**src/rtl/alu_pkg.sv**
```systemverilog
// Shared encodings for the ALU command issuer: unit-select codes and the issue FSM states.
package alu_pkg;

   localparam logic [1:0] ALU_ARITH = 2'b00;
   localparam logic [1:0] ALU_LOGIC = 2'b01;
   localparam logic [1:0] ALU_CMP   = 2'b10;
   localparam logic [1:0] ALU_SHIFT = 2'b11;

   typedef enum logic [1:0] {
      ST_IDLE  = 2'd0,
      ST_ISSUE = 2'd1,
      ST_WAIT  = 2'd2,
      ST_RESP  = 2'd3
   } arb_state_t;

endpackage

```
**src/rtl/alu_issue_arb_rr_arbiter.sv**
```systemverilog
// Combinational round-robin arbiter: one-hot grant to the first request at or after ptr_i,
// searching upward and wrapping past the top client.
module rr_arbiter #(
   parameter int N  = 4,
   parameter int PW = 2
) (
   input  logic [N-1:0]  req_i,
   input  logic [PW-1:0] ptr_i,
   output logic [N-1:0]  grant_o,
   output logic [PW-1:0] grant_idx_o,
   output logic          any_o
);

   logic found;

   // Upper segment [ptr..N-1] has priority over the wrapped segment [0..ptr-1]
   always_comb begin
      grant_o     = '0;
      grant_idx_o = '0;
      found       = 1'b0;
      for (int i = 0; i < N; i++) begin
         if (!found && req_i[i] && (i >= int'(ptr_i))) begin
            grant_o[i]  = 1'b1;
            grant_idx_o = PW'(i);
            found       = 1'b1;
         end
      end
      for (int i = 0; i < N; i++) begin
         if (!found && req_i[i] && (i < int'(ptr_i))) begin
            grant_o[i]  = 1'b1;
            grant_idx_o = PW'(i);
            found       = 1'b1;
         end
      end
   end

   assign any_o = found;

endmodule

```
**src/rtl/alu_issue_arb.sv**
```systemverilog
// Round-robin ALU command issuer: accepts one client request at a time, drives it into the
// ALU, waits the fixed result latency and returns the result on a valid/ready channel.
module alu_issue_arb
   import alu_pkg::*;
#(
   parameter int WIDTH     = 16,
   parameter int N_CLIENTS = 4,
   parameter int ALU_LAT   = 1,
   parameter int ID_W      = 2
) (
   input  logic                       CLK,
   input  logic                       RST,
   input  logic [N_CLIENTS-1:0]       req_valid,
   output logic [N_CLIENTS-1:0]       req_ready,
   input  logic [4*N_CLIENTS-1:0]     req_fun,
   input  logic [WIDTH*N_CLIENTS-1:0] req_a,
   input  logic [WIDTH*N_CLIENTS-1:0] req_b,
   output logic [WIDTH-1:0]           alu_a,
   output logic [WIDTH-1:0]           alu_b,
   output logic [1:0]                 alu_fun,
   output logic [1:0]                 alu_sub,
   output logic                       alu_valid,
   input  logic [WIDTH-1:0]           alu_out,
   output logic                       rsp_valid,
   input  logic                       rsp_ready,
   output logic [ID_W-1:0]            rsp_id,
   output logic [WIDTH-1:0]           rsp_data
);

   localparam int CNT_W = (ALU_LAT > 1) ? $clog2(ALU_LAT) : 1;

   arb_state_t       state_q, state_d;
   logic [ID_W-1:0]  ptr_q, ptr_d;
   logic [ID_W-1:0]  id_q, id_d;
   logic [WIDTH-1:0] a_q, a_d;
   logic [WIDTH-1:0] b_q, b_d;
   logic [3:0]       fun_q, fun_d;
   logic [WIDTH-1:0] data_q, data_d;
   logic [CNT_W-1:0] cnt_q, cnt_d;

   logic [N_CLIENTS-1:0] grant;
   logic [ID_W-1:0]      grantIdx;
   logic                 grantAny;
   logic                 accept;
   logic [3:0]           selFun;
   logic [WIDTH-1:0]     selA;
   logic [WIDTH-1:0]     selB;

   rr_arbiter #(
      .N  (N_CLIENTS),
      .PW (ID_W)
   ) u_arb (
      .req_i       (req_valid),
      .ptr_i       (ptr_q),
      .grant_o     (grant),
      .grant_idx_o (grantIdx),
      .any_o       (grantAny)
   );

   // A request raised while reset is asserted must not see a ready
   assign accept    = (state_q == ST_IDLE) && grantAny && !RST;
   assign req_ready = accept ? grant : '0;

   always_comb begin
      selFun = '0;
      selA   = '0;
      selB   = '0;
      for (int i = 0; i < N_CLIENTS; i++) begin
         if (grant[i]) begin
            selFun = req_fun[i*4 +: 4];
            selA   = req_a[i*WIDTH +: WIDTH];
            selB   = req_b[i*WIDTH +: WIDTH];
         end
      end
   end

   always_comb begin
      state_d = state_q;
      ptr_d   = ptr_q;
      id_d    = id_q;
      a_d     = a_q;
      b_d     = b_q;
      fun_d   = fun_q;
      data_d  = data_q;
      cnt_d   = cnt_q;
      case (state_q)
         ST_IDLE: begin
            if (accept) begin
               a_d     = selA;
               b_d     = selB;
               fun_d   = selFun;
               id_d    = grantIdx;
               ptr_d   = (int'(grantIdx) == N_CLIENTS - 1) ? '0 : grantIdx + ID_W'(1);
               state_d = ST_ISSUE;
            end
         end
         ST_ISSUE: begin
            cnt_d   = CNT_W'(ALU_LAT - 1);
            state_d = ST_WAIT;
         end
         ST_WAIT: begin
            if (cnt_q == '0) begin
               data_d  = alu_out;
               state_d = ST_RESP;
            end else begin
               cnt_d = cnt_q - CNT_W'(1);
            end
         end
         ST_RESP: begin
            if (rsp_ready) begin
               state_d = ST_IDLE;
            end
         end
         default: state_d = ST_IDLE;
      endcase
   end

   always_ff @(posedge CLK) begin
      if (RST) begin
         state_q <= ST_IDLE;
         ptr_q   <= '0;
         id_q    <= '0;
         a_q     <= '0;
         b_q     <= '0;
         fun_q   <= '0;
         data_q  <= '0;
         cnt_q   <= '0;
      end else begin
         state_q <= state_d;
         ptr_q   <= ptr_d;
         id_q    <= id_d;
         a_q     <= a_d;
         b_q     <= b_d;
         fun_q   <= fun_d;
         data_q  <= data_d;
         cnt_q   <= cnt_d;
      end
   end

   // Operand registers double as the ALU drive, so they hold between issues
   assign alu_valid = (state_q == ST_ISSUE);
   assign alu_a     = a_q;
   assign alu_b     = b_q;
   assign alu_fun   = fun_q[3:2];
   assign alu_sub   = fun_q[1:0];
   assign rsp_valid = (state_q == ST_RESP);
   assign rsp_id    = id_q;
   assign rsp_data  = data_q;

endmodule

```
**config.mk**
```make
export PLATFORM = sky130hd
export DESIGN_NAME = alu_issue_arb
export DESIGN_NICKNAME = d
export VERILOG_FILES = /design/src/rtl/alu_pkg.sv /design/src/rtl/alu_issue_arb_rr_arbiter.sv /design/src/rtl/alu_issue_arb.sv
export SDC_FILE = /design/constraint.sdc
export NUM_CORES = 1
export LEC_CHECK = 0
export CORE_ASPECT_RATIO = 2
export CORE_MARGIN = 2
export CORE_UTILIZATION = 34
export CTS_CLUSTER_DIAMETER = 50
export DETAILED_ROUTE_END_ITERATION = 8
export PLACE_DENSITY = 0.89
export SYNTH_ARGS = -nofsm -noshare
export SYNTH_HDL_FRONTEND = slang
export SYNTH_SLANG_ARGS = --single-unit
export TNS_END_PERCENT = 1
```
**constraint.sdc**
```tcl
create_clock -name CLK -period 1.6 [get_ports CLK]
set_clock_uncertainty 0.1 [all_clocks]
set_input_delay 0.32 -clock CLK [delete_from_list [all_inputs] [get_ports CLK]]
set_output_delay 0.32 -clock CLK [all_outputs]
set_load 0.01 [all_outputs]
```
**Run 1: clock network drawn from the DEF**

The bar under the picture is 20 µm long.
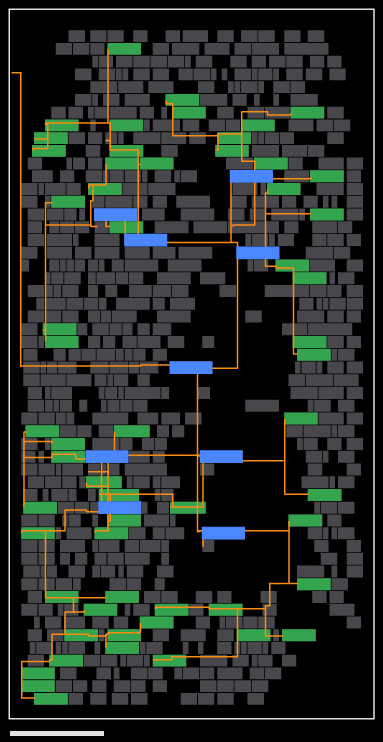
[blue] clock drivers | count: 9
[green] flip-flops | count: 58
[orange] clock wires | length: 915 µm
flops lie: widely spread
clock group power: 1.95 mW
clk_lat worst skew: 0.32 ns
clock share of power: 19.2%

**Run 1: logic cells by family**

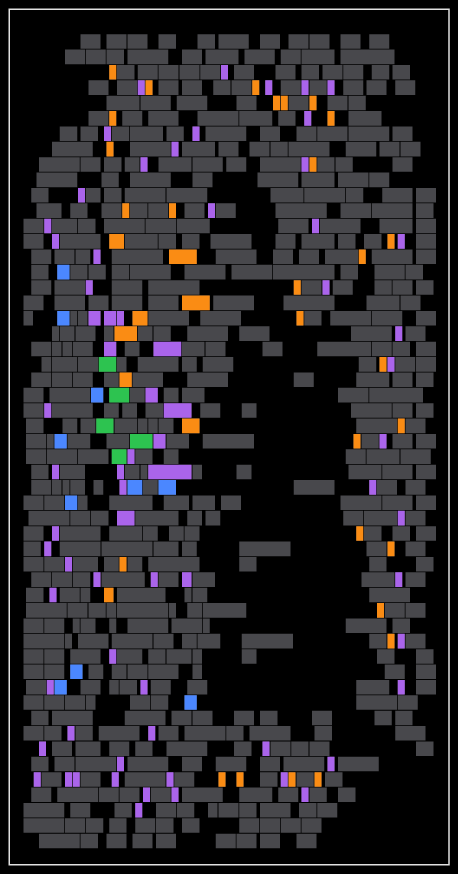
[purple] nor cells | cells: 69 | most used: nor2_1 | where: widely spread
[orange] nand cells | cells: 36 | most used: nand2_1 | where: widely spread
[blue] and/or cells | cells: 10 | most used: and2_1
[green] non-inverting ao/oa cells | cells: 5 | most used: a22o_1 | where: west

**Run 1: track usage over the die**

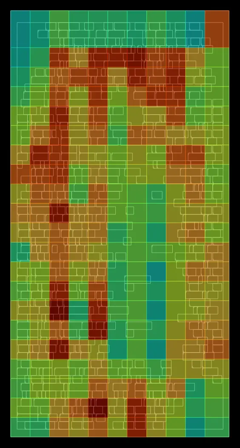
All-Layer GR Usage: 25.1%
fin util: 63.8%

**Run 1: sequential cells grouped by signal name**

The bar under the picture is 20 µm long. Other sequential cells in the stronger grey, the rest of the logic in the fainter grey.
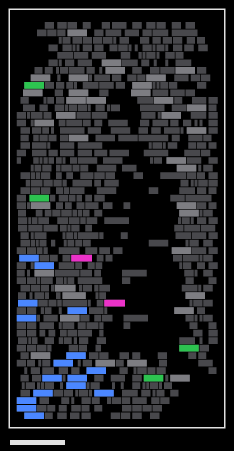
[green] fun_q | placed flops: 4
[magenta] state_q | placed flops: 2
[blue] rsp_data | placed flops: 16 | where: south-west
not coloured: 36

==> run 1: what timing repair did <==
item | in CTS | in global routing
hold buffers | 0 | 0
pin swaps | 6 | 8
gates resized | 111 | 31
endpoints found under the setup margin | 102 | 46
buffers inserted | 0 | 2
==> run 1: flip-flops by register name (all words and copies together), names as in the netlist <==
register	count
alu_a	16
alu_b	16
fun_q	4
ptr_q	2
rsp_data	16
rsp_id	2
state_q	2
==> run 1: cells by family after synthesis <==
| family | Yosys count |
|---|---|
| fa+ha+maj | 5 |
| buf+inv | 54 |
| flops | 58 |
| compound gates | 133 |
| simple gates | 115 |
| mux | 17 |
==> run 1: final cells by class <==
class                      count  area (µm²)
fill                         826        3810
timing repair buffer         268        2660
multi-input combinational    270        2380
sequential                    58        1170
clock buffer                   9         225
tap                          137         171
clock inverter                 7        78.8
inverter                      11        41.3
==> run 1: path summary, 6_finish.rpt <==
kind	from	depth (start not counted)	end
worst max-delay path	state_q[1]$_SDFFE_PP0P_	8	alu_b[13]$_SDFFE_PP0P_
worst max register to register	state_q[1]$_SDFFE_PP0P_	8	alu_b[13]$_SDFFE_PP0P_
worst min register to register	rsp_data[14]$_SDFFE_PP0P_	2	rsp_data[14]$_SDFFE_PP0P_
worst min-delay path	rsp_data[14]$_SDFFE_PP0P_	2	rsp_data[14]$_SDFFE_PP0P_
==> run 1: power by group through the flow <==
stage / Combinational, mW / Sequential [mW] / Clock (mW)
after floorplan: 3.15 / 2.57 / 0
after global placement: 5.72 / 2.34 / 0
after detailed placement: 5.89 / 2.37 / 0
after CTS: 5.64 / 2.34 / 1.99
after global routing: 6.23 / 2.42 / 2.07
final: 5.87 / 2.35 / 1.95
==> run 1: worst max-delay path: stages (launching register included) <==
cell and delay, ns:
dfxtp_2 0.32, inv_2 0.07, ha_4 0.15, nor2b_4 0.18
nand2b_4 0.11, buf_4 0.17, nand2b_4 0.16, buf_12 0.16
o32ai_2 0.29
==> run 1: routing by layer <==
metal	GRT usage (%)	vias up	part of all wire (%)
li1	-	1917	-
met1	24.2	1976	34
met2	48.9	195	57
met3	4.41	53	4.8
met4	14.3	0	4.5
met5	0	-	0
==> run 1: placed cells by master (no fill, tap or decap), types with 6 or more instances in the layout <==
cell type	n
clkdlybuf4s50_1	161
nor2_1	59
dfxtp_1	54
dlygate4sd2_1	54
nand2_1	28
a2bb2oi_1	24
o32ai_2	23
a221oi_2	22
buf_4	22
mux2i_1	17
buf_12	11
inv_1	9
a21oi_1	9
clkbuf_16	9
o211ai_1	8
and2_1	8
buf_6	8
o221ai_2	7
a211oi_2	7
buf_2	6
==> run 1: metrics by stage <==
stage	TNS [ns]	util [%]	cell area, µm²	hold WS (ns)
CTS	-5.26	62.5	6590	0.396
floorplan	-1.79	-	3790	0.367
global placement	-33.07	59.7	6290	0.374
finish	-5.33	63.8	6730	0.394
global route	-8.15	63.8	6730	0.404
detailed placement	-35.98	59.7	6290	0.389
==> reports/qor.yml, run 1 <==
run_status:
  status: "finished, violations left"
  violations: "negative setup slack"
pwr:
  p_comb_share_pct: 57.7
  p_int_mw: 6.19
  ir_drop_v: 0.000912
  p_sw_mw: 3.98
setup_path:
  critPathKind: "reg -> reg"
  cp_max_fo: 13
  worstPathArrival_ns: 1.92
floorplanning:
  fp_util_pct: 34.9
  fp.coreArea_mm2: 0.0105
  die_w_um: 77.6
  io_pins: 227
finish:
  antenna_cells: 0
  fin_nets: 790
  finalNonFillerCells: 760
sta:
  rsz0062_at_grt: "yes"
  layout_setup_ws_ns: -0.196
  setup_viol: 39
detailed_routing:
  drt-pass1-iter-count: 4
  vias_per_cell: 5.45
yosys:
  ys_top_logic_family: "AND-OR/OR-AND gates"
  synth.largest_area_cell: "dfxtp_1"
  common_cells: "62 x nor2_1, 58 x dfxtp_1, 29 x nand2_1"
  ys_sh_xor_pct: 0
  yosys_area_mm2: 0.00368
  ff_type: "dfxtp_1"
clock_tree:
  root_buffer: "clkbuf_16"
  clock_sinks: 58
placed_design:
  port_buffers: 226
grt:
  first_global_vias: 4569
## Run 2: what changed since run 1
--- a/config.mk
+++ b/config.mk
@@ -5,6 +5,7 @@
 export SDC_FILE = /design/constraint.sdc
 export NUM_CORES = 1
 export LEC_CHECK = 0
+export CAP_MARGIN = 40
 export CORE_ASPECT_RATIO = 2
 export CORE_MARGIN = 2
 export CORE_UTILIZATION = 34
**Run 2: logic cells by family**

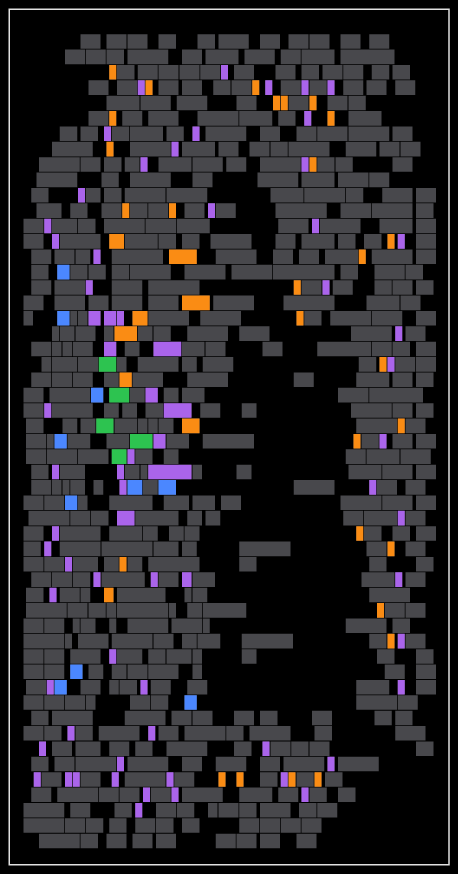
[purple] nor cells | cells: 69 | most used: nor2_1 | where: widely spread
[blue] and/or cells | cells: 10 | most used: and2_1
[orange] nand cells | cells: 36 | most used: nand2_1 | where: widely spread
[green] non-inverting ao/oa cells | cells: 5 | most used: a22o_1 | where: west
non-filler cells, final: 760
multi-input logic portion of the cell area: 35.4%

==> run 2 against run 1 <==
Effect of this change:
- the flow still finishes with violations (negative setup slack)
- worst hold slack stayed put
- sequential cell count stayed put
- first-iteration DRC count stayed put
- critical path type unchanged
- critical endpoint unchanged
- largest cell class unchanged
- largest power group unchanged
==> reports/qor.yml, run 2 <==
clock_tree:
  root_buffer: "clkbuf_16"
  path_clk_slew_ns: 0.06
  clock_sinks: 58  # unchanged
  clk_latency_ns: 0.32  # about the same
floorplanning:
  io_pins: 227  # unchanged
  fp.coreArea_mm2: 0.0105  # unchanged
  fp_util_pct: 34.9  # unchanged
sta:
  rsz0062_at_grt: "yes"
  setup_tns_ns: -5.33  # unchanged
  slew_headroom_pct: 79.4
  setup_viol: 39  # unchanged
  layout_setup_ws_ns: -0.196  # unchanged
min_path:
  min_from: "rsp_data[14]$_SDFFE_PP0P_"
setup_path:
  worstPathArrival_ns: 1.92  # about the same
  startpoint: "state_q[1]$_SDFFE_PP0P_"
  critPathKind: "reg -> reg"
  cp_max_fo: 13  # unchanged
  timing.rr.start: "state_q[1]$_SDFFE_PP0P_"
  reg2reg_slack_ns: -0.20
placed_design:
  place_inst: 742
  port_buffers: 226  # unchanged
finish:
  layout_top_cell: "clkdlybuf4s50_1"
  lay_top_cells: "161 x clkdlybuf4s50_1, 59 x nor2_1, 54 x dfxtp_1, 54 x dlygate4sd2_1, 28 x nand2_1"
  fin_nets: 790  # unchanged
  antenna_cells: 0  # unchanged
  n_fill_cell: 826  # unchanged
grt:
  first_global_vias: 4569  # unchanged
  grt.total_usage_pct: 25.1  # unchanged
pwr:
  p_comb_share_pct: 57.7  # about the same
  ir_drop_v: 0.000912  # unchanged
  power_leakage_nw: 2.72
  p_int_mw: 6.19  # unchanged
  clkPwrFrac_pct: 19.2  # about the same
yosys:
  yosys_area_mm2: 0.00368  # unchanged
  synth.largest_area_cell: "dfxtp_1"
  syn_area_mm2: 0.00368
  synth_flops: 58
  ys_seq_share_pct: 31.6
  ff_type: "dfxtp_1"
run:
  warnings: 33
run_status:
  violations: "negative setup slack"
  status: "finished, violations left"
detailed_routing:
  drt-pass1-iter-count: 4  # unchanged
  vias_per_cell: 5.45  # unchanged
## run 2: cell counts after synthesis
No cell type changed its count.
## run 2: logic make-up after synthesis
logic type | Yosys count | synth area share (%)
flops | 58 | 31.6
fa+ha+maj | 5 | 1.70
buf+inv | 54 | 9.83
mux | 17 | 4.63
simple gates | 115 | 14.1
compound gates | 133 | 38.2
## run 2: final cells by class
type                            count  area [µm²]  share of cell area (%)
Sequential cell                    58        1170                    17.4
Clock buffer                        9         225                    3.35
Inverter                           11        41.3                   0.613
Multi-Input combinational cell    270        2380                    35.4
Clock inverter                      7        78.8                    1.17
Timing Repair Buffer              268        2660                    39.5
Tap cell                          137         171                    2.55
## run 2: path summary, 6_finish.rpt
check | end | cells after the start
max reg2reg | alu_b[13]$_SDFFE_PP0P_ | 8
min reg2reg | rsp_data[14]$_SDFFE_PP0P_ | 2
min | rsp_data[14]$_SDFFE_PP0P_ | 2
max | alu_b[13]$_SDFFE_PP0P_ | 8
## run 2: power groups by stage
stage	sequential [mW]	combinational, mW	clock [mW]
2_1_floorplan	2.57	3.15	0
3_3_place_gp	2.34	5.72	0
3_5_place_dp	2.37	5.89	0
4_1_cts	2.34	5.64	1.99
5_1_grt	2.42	6.23	2.07
6_report	2.35	5.87	1.95
## run 2: worst max-delay path: stages, from the launching register on
cell      delay (ns)
dfxtp_2         0.32
inv_2           0.07
ha_4            0.15
nor2b_4         0.18
nand2b_4        0.11
buf_4           0.17
nand2b_4        0.16
buf_12          0.16
o32ai_2         0.29
## run 2: stage by stage
step                worst slack, ns  power, mW  hold slack [ns]  cell area, µm²  util [%]
finish                       -0.196       10.2            0.394            6730      63.8
global route                 -0.263       10.7            0.404            6730      63.8
CTS                          -0.202       9.97            0.396            6590      62.5
detailed placement           -0.878       8.26            0.389            6290      59.7
global placement             -0.838       8.06            0.374            6290      59.7
floorplan                   -0.0665       5.72            0.367            3790         -
## run 2: metal layers
layer	share of wire (%)	track usage, %
met1	34	24.2
met4	4.5	14.3
met5	0	0
met3	4.8	4.41
met2	57	48.9
## run 2: timing repair
action / CTS / global route
resized: 111 / 31
setup buffers: 0 / 2
pin swaps: 6 / 8
endpoints found under the setup margin: 102 / 46
## Run 3: what changed since run 2
--- a/config.mk
+++ b/config.mk
@@ -8,10 +8,10 @@
 export CAP_MARGIN = 40
 export CORE_ASPECT_RATIO = 2
 export CORE_MARGIN = 2
-export CORE_UTILIZATION = 34
+export CORE_UTILIZATION = 38
 export CTS_CLUSTER_DIAMETER = 50
 export DETAILED_ROUTE_END_ITERATION = 8
-export PLACE_DENSITY = 0.89
+export PLACE_DENSITY = 0.93
 export SYNTH_ARGS = -nofsm -noshare
 export SYNTH_HDL_FRONTEND = slang
 export SYNTH_SLANG_ARGS = --single-unit
==> constraint.sdc (replaced) <==
create_clock -name CLK -period 1.9 [get_ports CLK]
set_clock_uncertainty 0.1 [all_clocks]
set_input_delay 0.57 -clock CLK [delete_from_list [all_inputs] [get_ports CLK]]
set_output_delay 0.57 -clock CLK [all_outputs]
set_load 0.01 [all_outputs]
**Run 3: logic cells by family**

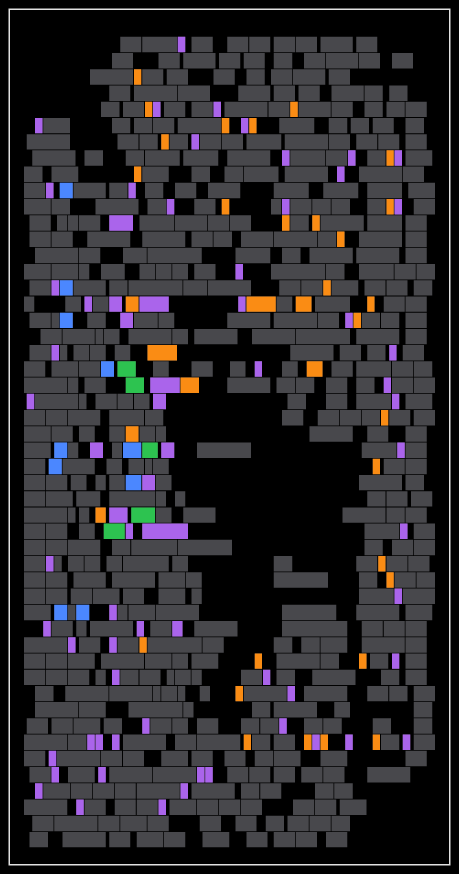
[purple] nor cells | cells: 69 | most used: nor2_1 | where: widely spread
[orange] nand cells | cells: 36 | most used: nand2_1
[green] non-inverting ao/oa cells | cells: 5 | most used: a22o_1
[blue] and/or cells | cells: 10 | most used: and2_1 | where: west

==> run 3 against run 2 <==
Effect of this change:
- the flow still finishes with violations (negative setup slack)
- final cell count shrank 5.5%
- worst hold slack got worse by 0.0077 ns
- global-route usage increased by 3.2 points
- routed wire length down 0.94%
- critical path type is now in -> out
- largest cell class unchanged
- highest routed layer unchanged
==> reports/qor.yml, run 3 <==
yosys:
  yosys_area_mm2: 0.00368  # unchanged
  ys_seq_share_pct: 31.6  # unchanged
  ff_type: "dfxtp_1"
  syn_area_mm2: 0.00368  # unchanged
  synth_flops: 58  # unchanged
  synth.largest_area_cell: "dfxtp_1"
run:
  warnings: 33  # unchanged
finish:
  n_fill_cell: 714  # -14%
  lay_top_cells: "168 x clkdlybuf4s50_1, 57 x nor2_1, 56 x dfxtp_1"
  antenna_cells: 0  # unchanged
  fin_nets: 781  # -1.1%
  layout_top_cell: "clkdlybuf4s50_1"
clock_tree:
  clock_sinks: 58  # unchanged
  root_buffer: "clkbuf_16"
  path_clk_slew_ns: 0.05  # about the same
sta:
  setup_tns_ns: -1.88  # +3.45 ns
  layout_setup_ws_ns: -0.222  # -0.0260 ns
  slew_headroom_pct: 57.2  # -22 points
  finalCritPeriodShare_pct: 112
  rsz0062_at_grt: "yes"
  setup_viol: 28  # -28%
setup_path:
  slowest_stage: "nor4_4"
  path_cells: "buf_8 -> nor4_4 -> nor2b_4 -> nand2b_4 -> nor2_2 -> buf_2"
  reg2reg_slack_ns: -0.05  # +0.15 ns
  crit_path_max_incr_delay_ns: 0.36  # +0.04 ns
  cp_top_family: "simple AND/OR/NAND/NOR gates"
  cp_max_fo: 5  # -8
floorplanning:
  io_pins: 227  # unchanged
  fp.coreArea_mm2: 0.00938  # -11%
pwr:
  p_comb_share_pct: 55.7  # -2.0 points
  power_leakage_nw: 2.90  # +6.5%
  ir_drop_v: 0.000930  # +1.9%
  clkPwrFrac_pct: 20.2  # +1.0 points
run_status:
  status: "finished, violations left"
  violations: "negative setup slack"
grt:
  grt.total_usage_pct: 28.3  # +3.2 points
placed_design:
  port_buffers: 226  # unchanged
detailed_routing:
  drt-pass1-iter-count: 4  # unchanged
  vias_per_cell: 5.84  # +7.2%
-- run 3: cell type report --
class / count / area (µm²) / share of cell area, %
Tap cell: 104 / 130 / 2.01
Sequential cell: 58 / 1160 / 18.0
Timing Repair Buffer: 259 / 2610 / 40.4
Clock buffer: 9 / 225 / 3.48
Clock inverter: 7 / 77.6 / 1.20
Multi-Input combinational cell: 270 / 2220 / 34.3
Inverter: 11 / 41.3 / 0.638
-- run 3: power groups by stage --
stage | registers [mW] | clock network, mW | logic (mW)
after floorplan | 2.16 | 0 | 2.57
after CTS | 1.99 | 1.69 | 4.63
final | 1.99 | 1.66 | 4.59
after global routing | 2.03 | 1.75 | 4.90
after detailed placement | 2.00 | 0 | 4.69
after global placement | 1.96 | 0 | 4.53
-- run 3: worst reg2reg max path, stage by stage, from the launching register on --
cell and delay (ns):
dfxtp_1 0.42, inv_1 0.13, a32o_2 0.29, buf_4 0.29, a221oi_2 0.43, o32ai_2 0.15
-- run 3: cells by family after synthesis --
| logic type | Yosys count | synth area share (%) |
|---|---|---|
| compound gates | 133 | 38.2 |
| simple gates | 115 | 14.1 |
| flops | 58 | 31.6 |
| buf+inv | 54 | 9.83 |
| mux | 17 | 4.63 |
| fa+ha+maj | 5 | 1.70 |
-- run 3: worst paths after layout --
path | start | endpoint | depth (start not counted)
worst max-delay path | req_valid[2] | req_ready[1] | 6
worst min-delay path | alu_a[14]$_SDFFE_PP0P_ | alu_a[14]$_SDFFE_PP0P_ | 2
worst max register to register | ptr_q[0]$_SDFFE_PP0P_ | alu_a[10]$_SDFFE_PP0P_ | 5
worst min register to register | alu_a[14]$_SDFFE_PP0P_ | alu_a[14]$_SDFFE_PP0P_ | 2
-- run 3: routing by layer --
metal	up-vias	part of all wire [%]	routed length [µm]	GRT usage [%]
met4	0	6.9	1040	19.8
li1	1907	-	-	-
met5	-	0	0	0
met1	1965	31	4680	25.3
met3	76	6.8	1020	6.35
met2	246	55	8360	52.7
-- run 3: timing repair --
action	4_1_cts	5_1_grt
endpoints found under the setup margin	70	63
hold endpoints to repair	0	0
resized	90	31
setup buffers	2	1
pin swaps	5	2
-- run 3: metrics by stage --
stage               utilization (%)  cell area (µm²)  instances  power, mW  setup WS, ns
detailed placement             64.6             6060        699       6.70         -1.17
floorplan                         -             3710        382       4.72        -0.208
global route                   69.0             6470        718       8.68        -0.262
finish                         69.0             6470        718       8.24        -0.222
CTS                            68.1             6390        717       8.31        -0.236
global placement               64.6             6060        699       6.50         -1.11

==> screenshots <==
Placement by cell class.
The bar under the picture is 20 µm long.
panel A
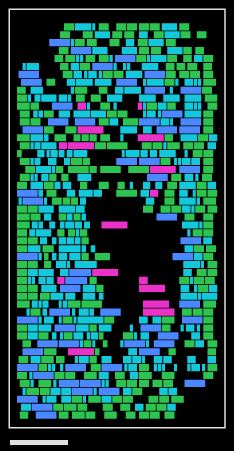
panel B
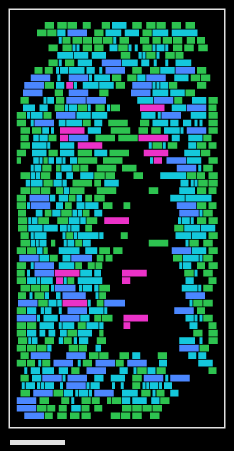
run 1 -> panel B
run 3 -> panel A

Power is estimated from default activity; no workload was simulated.
